## config.mk

```make
export PLATFORM = sky130hd
export DESIGN_NAME = io_port_bank_flat
export DESIGN_NICKNAME = d
export VERILOG_FILES = /design/src/rtl/io_port_bank_pkg.sv /design/src/rtl/io_port_bank_if.sv /design/src/rtl/io_port_bank_sync_edge.sv /design/src/rtl/io_port_bank.sv /design/src/flat_wrapper.sv
export SDC_FILE = /design/constraint.sdc
export NUM_CORES = 1
export LEC_CHECK = 0
export CAP_MARGIN = 20
export CELL_PAD_IN_SITES_DETAIL_PLACEMENT = 1
export CELL_PAD_IN_SITES_GLOBAL_PLACEMENT = 2
export CORE_ASPECT_RATIO = 1.4
export CORE_UTILIZATION = 32
export DETAILED_ROUTE_END_ITERATION = 10
export MAX_ROUTING_LAYER = met4
export PLACE_DENSITY_LB_ADDON = 0.08
export SLEW_MARGIN = 10
export SYNTH_ARGS = -nofsm -noshare
export SYNTH_HDL_FRONTEND = slang
export SYNTH_SLANG_ARGS = --single-unit
export TNS_END_PERCENT = 20
```

## constraint.sdc

```tcl
create_clock -name clk -period 1.3 [get_ports clk]
set_clock_uncertainty 0.15 [all_clocks]
set_input_delay 0.325 -clock clk [delete_from_list [all_inputs] [get_ports clk]]
set_output_delay 0.325 -clock clk [all_outputs]
set_load 0.02 [all_outputs]
```

## src/rtl/io_port_bank_pkg.sv

```systemverilog
// Shared register map for the memory-mapped I/O port bank.
package io_port_pkg;

  localparam int REGS_PER_PORT = 4;

  typedef enum logic [1:0] {
    IO_REG_IN    = 2'd0,
    IO_REG_OUT   = 2'd1,
    IO_REG_FLAGS = 2'd2,
    IO_REG_MASK  = 2'd3
  } io_reg_e;

endpackage

```

## src/rtl/io_port_bank_if.sv

```systemverilog
// CPU data-bus side of the I/O port bank: strobes, address, write data and registered read data.
interface io_port_bank_if #(
  parameter int ADDR_WIDTH = 4,
  parameter int DATA_WIDTH = 8
);
  logic                  in_write_en;
  logic                  in_read_en;
  logic [ADDR_WIDTH-1:0] in_addr;
  logic [DATA_WIDTH-1:0] in_data;
  logic [DATA_WIDTH-1:0] out_data;
  logic                  out_data_valid;

  modport master (
    output in_write_en, in_read_en, in_addr, in_data,
    input  out_data, out_data_valid
  );

  modport slave (
    input  in_write_en, in_read_en, in_addr, in_data,
    output out_data, out_data_valid
  );
endinterface

```

## src/rtl/io_port_bank_sync_edge.sv

```systemverilog
// Two-flop pin synchronizer plus a previous-value flop; edge_vec flags any change of the synced value.
module io_sync_edge #(
  parameter int PORT_WIDTH = 4
) (
  input  logic                  clk,
  input  logic                  rst_n,
  input  logic [PORT_WIDTH-1:0] pin,
  output logic [PORT_WIDTH-1:0] sync_val,
  output logic [PORT_WIDTH-1:0] edge_vec
);
  logic [PORT_WIDTH-1:0] meta_reg;
  logic [PORT_WIDTH-1:0] sync_reg;
  logic [PORT_WIDTH-1:0] prev_reg;

  // All stages clear together so releasing reset cannot fake an edge.
  always_ff @(posedge clk or negedge rst_n) begin
    if (!rst_n) begin
      meta_reg <= '0;
      sync_reg <= '0;
      prev_reg <= '0;
    end else begin
      meta_reg <= pin;
      sync_reg <= meta_reg;
      prev_reg <= sync_reg;
    end
  end

  assign sync_val = sync_reg;
  assign edge_vec = sync_reg ^ prev_reg;
endmodule

```

## src/rtl/io_port_bank.sv

```systemverilog
// Parametrised I/O port bank: per channel IN/OUT/FLAGS/MASK registers, registered read mux and irq.
module io_port_bank
  import io_port_pkg::*;
#(
  parameter int DATA_WIDTH = 8,
  parameter int PORT_WIDTH = 4,
  parameter int NUM_PORTS  = 2,
  parameter int ADDR_WIDTH = 4
) (
  input  logic                            clk,
  input  logic                            rst_n,
  io_port_bank_if.slave                   bus,
  input  logic [NUM_PORTS*PORT_WIDTH-1:0] in_port,
  output logic [NUM_PORTS*PORT_WIDTH-1:0] out_port,
  output logic                            out_irq
);
  localparam int NUM_REGS = NUM_PORTS * REGS_PER_PORT;
  localparam int BUS_W    = NUM_PORTS * PORT_WIDTH;

  logic                  addr_in_range;
  int                    chan_idx;
  io_reg_e               reg_sel;
  logic [BUS_W-1:0]      in_sync_bus;
  logic [BUS_W-1:0]      flags_bus;
  logic [BUS_W-1:0]      mask_bus;
  logic [NUM_PORTS-1:0]  irq_vec;
  logic [PORT_WIDTH-1:0] rd_field;
  logic [DATA_WIDTH-1:0] data_reg;
  logic                  valid_reg;
  logic                  irq_reg;

  assign addr_in_range = int'(bus.in_addr) < NUM_REGS;
  assign chan_idx      = int'(bus.in_addr[ADDR_WIDTH-1:2]);
  assign reg_sel       = io_reg_e'(bus.in_addr[1:0]);

  generate
    for (genvar gi = 0; gi < NUM_PORTS; gi++) begin : gen_chan
      logic [PORT_WIDTH-1:0] sync_val;
      logic [PORT_WIDTH-1:0] edge_vec;
      logic [PORT_WIDTH-1:0] out_reg;
      logic [PORT_WIDTH-1:0] flags_reg;
      logic [PORT_WIDTH-1:0] mask_reg;
      logic [PORT_WIDTH-1:0] clr_vec;
      logic                  sel;

      io_sync_edge #(.PORT_WIDTH(PORT_WIDTH)) u_sync_edge (
        .clk      (clk),
        .rst_n    (rst_n),
        .pin      (in_port[gi*PORT_WIDTH +: PORT_WIDTH]),
        .sync_val (sync_val),
        .edge_vec (edge_vec)
      );

      assign sel     = bus.in_write_en && addr_in_range && (chan_idx == gi);
      assign clr_vec = (sel && reg_sel == IO_REG_FLAGS) ? bus.in_data[PORT_WIDTH-1:0] : '0;

      // OR-ing edges in after the clear makes a same-cycle set beat the W1C.
      always_ff @(posedge clk or negedge rst_n) begin
        if (!rst_n) begin
          out_reg   <= '0;
          flags_reg <= '0;
          mask_reg  <= '0;
        end else begin
          if (sel && reg_sel == IO_REG_OUT)  out_reg  <= bus.in_data[PORT_WIDTH-1:0];
          if (sel && reg_sel == IO_REG_MASK) mask_reg <= bus.in_data[PORT_WIDTH-1:0];
          flags_reg <= (flags_reg & ~clr_vec) | edge_vec;
        end
      end

      assign in_sync_bus[gi*PORT_WIDTH +: PORT_WIDTH] = sync_val;
      assign out_port[gi*PORT_WIDTH +: PORT_WIDTH]    = out_reg;
      assign flags_bus[gi*PORT_WIDTH +: PORT_WIDTH]   = flags_reg;
      assign mask_bus[gi*PORT_WIDTH +: PORT_WIDTH]    = mask_reg;
      assign irq_vec[gi]                              = |(flags_reg & mask_reg);
    end
  endgenerate

  always_comb begin
    rd_field = '0;
    if (addr_in_range) begin
      case (reg_sel)
        IO_REG_IN:    rd_field = in_sync_bus[chan_idx*PORT_WIDTH +: PORT_WIDTH];
        IO_REG_OUT:   rd_field = out_port[chan_idx*PORT_WIDTH +: PORT_WIDTH];
        IO_REG_FLAGS: rd_field = flags_bus[chan_idx*PORT_WIDTH +: PORT_WIDTH];
        IO_REG_MASK:  rd_field = mask_bus[chan_idx*PORT_WIDTH +: PORT_WIDTH];
        default:      rd_field = '0;
      endcase
    end
  end

  // Read data is forced to zero whenever valid is low.
  always_ff @(posedge clk or negedge rst_n) begin
    if (!rst_n) begin
      data_reg  <= '0;
      valid_reg <= 1'b0;
      irq_reg   <= 1'b0;
    end else begin
      valid_reg <= bus.in_read_en;
      data_reg  <= bus.in_read_en ? DATA_WIDTH'(rd_field) : '0;
      irq_reg   <= |irq_vec;
    end
  end

  assign bus.out_data       = data_reg;
  assign bus.out_data_valid = valid_reg;
  assign out_irq            = irq_reg;
endmodule

```

## src/flat_wrapper.sv

```systemverilog
// flat-port wrapper written by rule: the top's interface ports become plain ports
module io_port_bank_flat import io_port_pkg::*;
#(
  parameter int DATA_WIDTH = 8,
  parameter int PORT_WIDTH = 4,
  parameter int NUM_PORTS  = 2,
  parameter int ADDR_WIDTH = 4
)
  (clk, rst_n, in_port, out_port, out_irq, bus_in_write_en, bus_in_read_en, bus_in_addr, bus_in_data, bus_out_data, bus_out_data_valid);
  io_port_bank_if #(.ADDR_WIDTH(ADDR_WIDTH), .DATA_WIDTH(DATA_WIDTH)) bus_i ();
  input  logic clk;
  input  logic rst_n;
  input  logic [NUM_PORTS*PORT_WIDTH-1:0] in_port;
  output logic [NUM_PORTS*PORT_WIDTH-1:0] out_port;
  output logic out_irq;
  input wire logic [$bits(bus_i.in_write_en)-1:0] bus_in_write_en;
  input wire logic [$bits(bus_i.in_read_en)-1:0] bus_in_read_en;
  input wire logic [$bits(bus_i.in_addr)-1:0] bus_in_addr;
  input wire logic [$bits(bus_i.in_data)-1:0] bus_in_data;
  output wire logic [$bits(bus_i.out_data)-1:0] bus_out_data;
  output wire logic [$bits(bus_i.out_data_valid)-1:0] bus_out_data_valid;
  assign bus_i.in_write_en = bus_in_write_en;
  assign bus_i.in_read_en = bus_in_read_en;
  assign bus_i.in_addr = bus_in_addr;
  assign bus_i.in_data = bus_in_data;
  assign bus_out_data = bus_i.out_data;
  assign bus_out_data_valid = bus_i.out_data_valid;
  io_port_bank #(.DATA_WIDTH(DATA_WIDTH), .PORT_WIDTH(PORT_WIDTH), .NUM_PORTS(NUM_PORTS), .ADDR_WIDTH(ADDR_WIDTH)) u_core (.clk(clk), .rst_n(rst_n), .bus(bus_i), .in_port(in_port), .out_port(out_port), .out_irq(out_irq));
endmodule
```

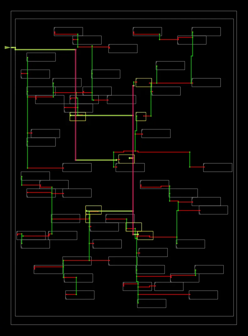
(run_1/clock_nets.png)
Clock Buffer Count: 7
CTS Buf Count: 5

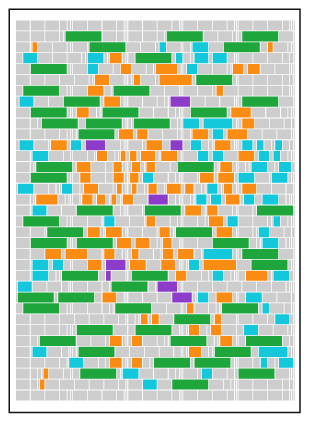
(run_1/class_map.png)
Drawn at 4 px/µm. Fill, decap, tap and diode cells in grey.
| class | colour | cells | share of their area |
|---|---|---|---|
| clock drivers and dummy loads | purple | 8 | 3.4% |
| remaining logic cells | orange | 92 | 29% |
| registers | green | 54 | 48% |
| remaining buffers and delay cells | cyan | 63 | 20% |
fin area: 0.002953 mm²
post-layout util: 44.36%
Rows: 35
area of the core: 0.006656 mm²

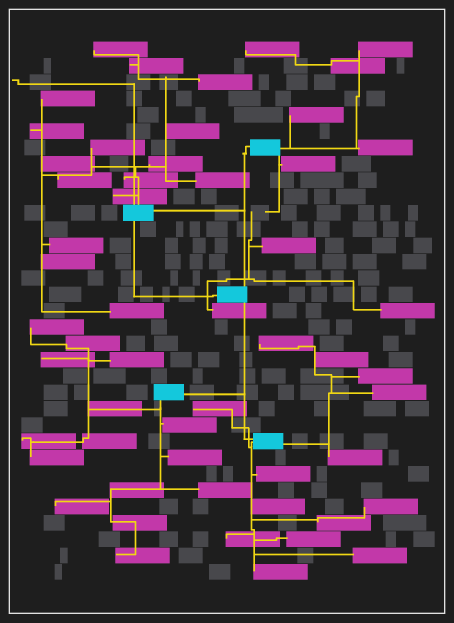
(run_1/clock_wires.png)
Drawn at 6 px/µm.
[clock wires] yellow | length: 698 µm
[clock-net drivers] cyan | count: 5
[flip-flops] magenta | count: 54
routed clock nets: 6
flops lie: widely spread

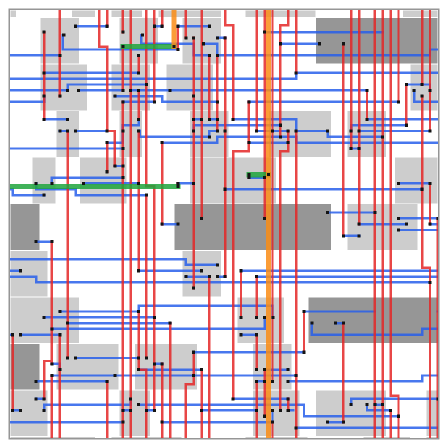
(run_1/closeup.png)
Region (24, 38) to (49, 63) µm. Cells in grey, sequential cells in the stronger grey; small squares are vias.
| layer | colour |
|---|---|
| M2 | red |
| M4 | orange |
| M3 | green |
| M1 | blue |
cells with their middle in the window: 30
sequential cells in the window: 3
netlist names of flops here include: u_core.gen_chan.mask_reg (3)

==> results.yml, run 1 <==
# physical design summary
pwr:
  netSwitchingPower_mw: 1.057
  p_sw_share_pct: 27.61
  p_clk_share_pct: 26.2
  pg_clk_mw: 1.00
cts:
  clk_latency_ns: 0.31
  cts-root-buf: "clkbuf_8"
synthesis:
  adder_share_pct: 0
  yosysTopAreaCell: "dfrtp_1"
  edf_count: 0
  common_cells: "dfrtp_1, mux2i_1, mux2_2, nand3_1"
status:
  outcome: "finished, violations left"
  violations: "setup timing"
critical_path:
  crit_cells: 3
  crit_type: "reg -> reg"
  crit_fanout: 2
  timing.rr.end: "u_core.bus.out_data[3]"
  crit_family: "multiplexers"
  cp-startpoint: "u_core.gen_chan[0].out_reg[3]"
drt:
  dr_wl_met3_um: 179
  drtIter0Drc: 41
  met2WireLength_um: 2855
floorplan:
  die_h_um: 100.4
  fp_util_pct: 33.27
finish:
  logic_gate_count: 92
  regArea_mm2: 0.001351
  seq-cell-share_pct: 45.76
sta:
  setup_slack_ns: -0.08992
  final-setup-viol-count: 13
global_routing:
  met3_usage_pct: 3.414
  grt_pass1_wl_um: 8956
placement:
  io_buffers: 33
==> run_1/util_map.png <==
Drawn at 3 px/µm. The die is cut into 7 by 10 equal tiles; black is low, pale yellow is high, 0 to 100% covered.
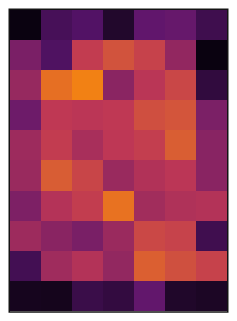

==> inputs of run 2 (changes only) <==
==> constraint.sdc (replaced) <==
create_clock -name clk -period 1.25 [get_ports clk]
set_clock_uncertainty 0.15 [all_clocks]
set_input_delay 0.3125 -clock clk [delete_from_list [all_inputs] [get_ports clk]]
set_output_delay 0.3125 -clock clk [all_outputs]
set_load 0.02 [all_outputs]
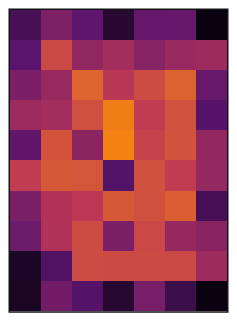
(run_2/util_map.png)
Drawn at 3 px/µm. The die is cut into 7 by 10 equal tiles; black is low, pale yellow is high, 0 to 100% covered.
mean over tiles: 41%
emptiest ninth of the die: bottom left
fullest tile: 72%

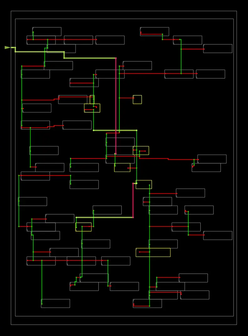
(run_2/clock_nets.png)
clk latency late pin: 0.31 ns
clock network power: 1.16 mW

==> results.yml, run 2 <==
# physical design summary
finish:
  clock_buffers: 6
  logic_gate_count: 92
  seq-cell-share_pct: 44.17
  fin_util_pct: 45.96
  fin_area_mm2: 0.003059
  regArea_mm2: 0.001351
critical_path:
  endpoint: "u_core.bus.out_data[3]"
  timing.rr.end: "u_core.bus.out_data[3]"
  cp-startpoint: "u_core.gen_chan[0].out_reg[3]"
  crit_family: "multiplexers"
  crit_fanout: 2
floorplan:
  row_count: 35
  core_mm2: 0.006656
  die_h_um: 100.4
synthesis:
  common_cells: "dfrtp_1, mux2i_1, mux2_2, nand3_1"
  adder_share_pct: 0
  edf_count: 0
  yosysTopAreaCell: "dfrtp_1"
pwr:
  netSwitchingPower_mw: 1.114
  p_sw_share_pct: 26.70
sta:
  setup_slack_ns: -0.1431
  final-setup-viol-count: 16
global_routing:
  grt_pass1_wl_um: 9356
  met3_usage_pct: 2.610
status:
  violations: "setup timing"
  outcome: "finished, violations left"
drt:
  drtIter0Drc: 45
  dr_wl_met3_um: 175
placement:
  io_buffers: 33
cts:
  cts-root-buf: "clkbuf_8"
  cts_buffers: 5
==> inputs of run 3 (changes only) <==
--- a/config.mk
+++ b/config.mk
@@ -5,7 +5,7 @@
 export SDC_FILE = /design/constraint.sdc
 export NUM_CORES = 1
 export LEC_CHECK = 0
-export CAP_MARGIN = 20
+export CAP_MARGIN = 25
 export CELL_PAD_IN_SITES_DETAIL_PLACEMENT = 1
 export CELL_PAD_IN_SITES_GLOBAL_PLACEMENT = 2
 export CORE_ASPECT_RATIO = 1.4
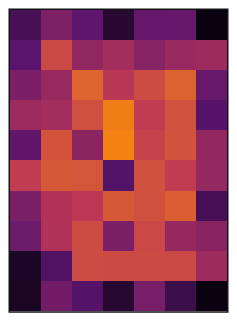
(run_3/util_map.png)
Drawn at 3 px/µm. The die is cut into 7 by 10 equal tiles; black is low, pale yellow is high, 0 to 100% covered.
mean over tiles: 41%
emptiest ninth of the die: bottom left
fullest tile: 72%
densest ninth of the die: middle
Pre-Place Util: 33.27%
post-layout util: 45.96%

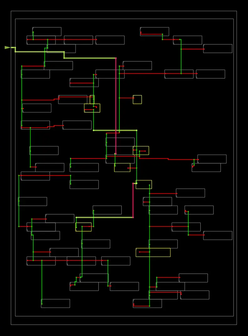
(run_3/clock_nets.png)
clock sinks: 54
Clock Buffer Count: 6
seq_cells: 54

==> results.yml, run 3 <==
# physical design summary
finish:
  seq-cell-share_pct: 44.17
  regArea_mm2: 0.001351
  logic_gate_count: 92
synthesis:
  yosysTopAreaCell: "dfrtp_1"
  common_cells: "dfrtp_1, mux2i_1, mux2_2, nand3_1"
  edf_count: 0
status:
  violations: "setup timing"
  outcome: "finished, violations left"
sta:
  final-setup-viol-count: 16
  setup_slack_ns: -0.1431
pwr:
  pg_clk_mw: 1.16
  netSwitchingPower_mw: 1.114
  p_sw_share_pct: 26.70
critical_path:
  timing.rr.end: "u_core.bus.out_data[3]"
  cp-startpoint: "u_core.gen_chan[0].out_reg[3]"
  crit_family: "multiplexers"
cts:
  cts-root-buf: "clkbuf_8"
  cts_buffers: 5
  clk_latency_ns: 0.31
floorplan:
  row_count: 35
global_routing:
  grt_pass1_wl_um: 9356
placement:
  io_buffers: 33
drt:
  dr_wl_met3_um: 175
  drtIter0Drc: 45
Power and IR drop assume default switching activity.
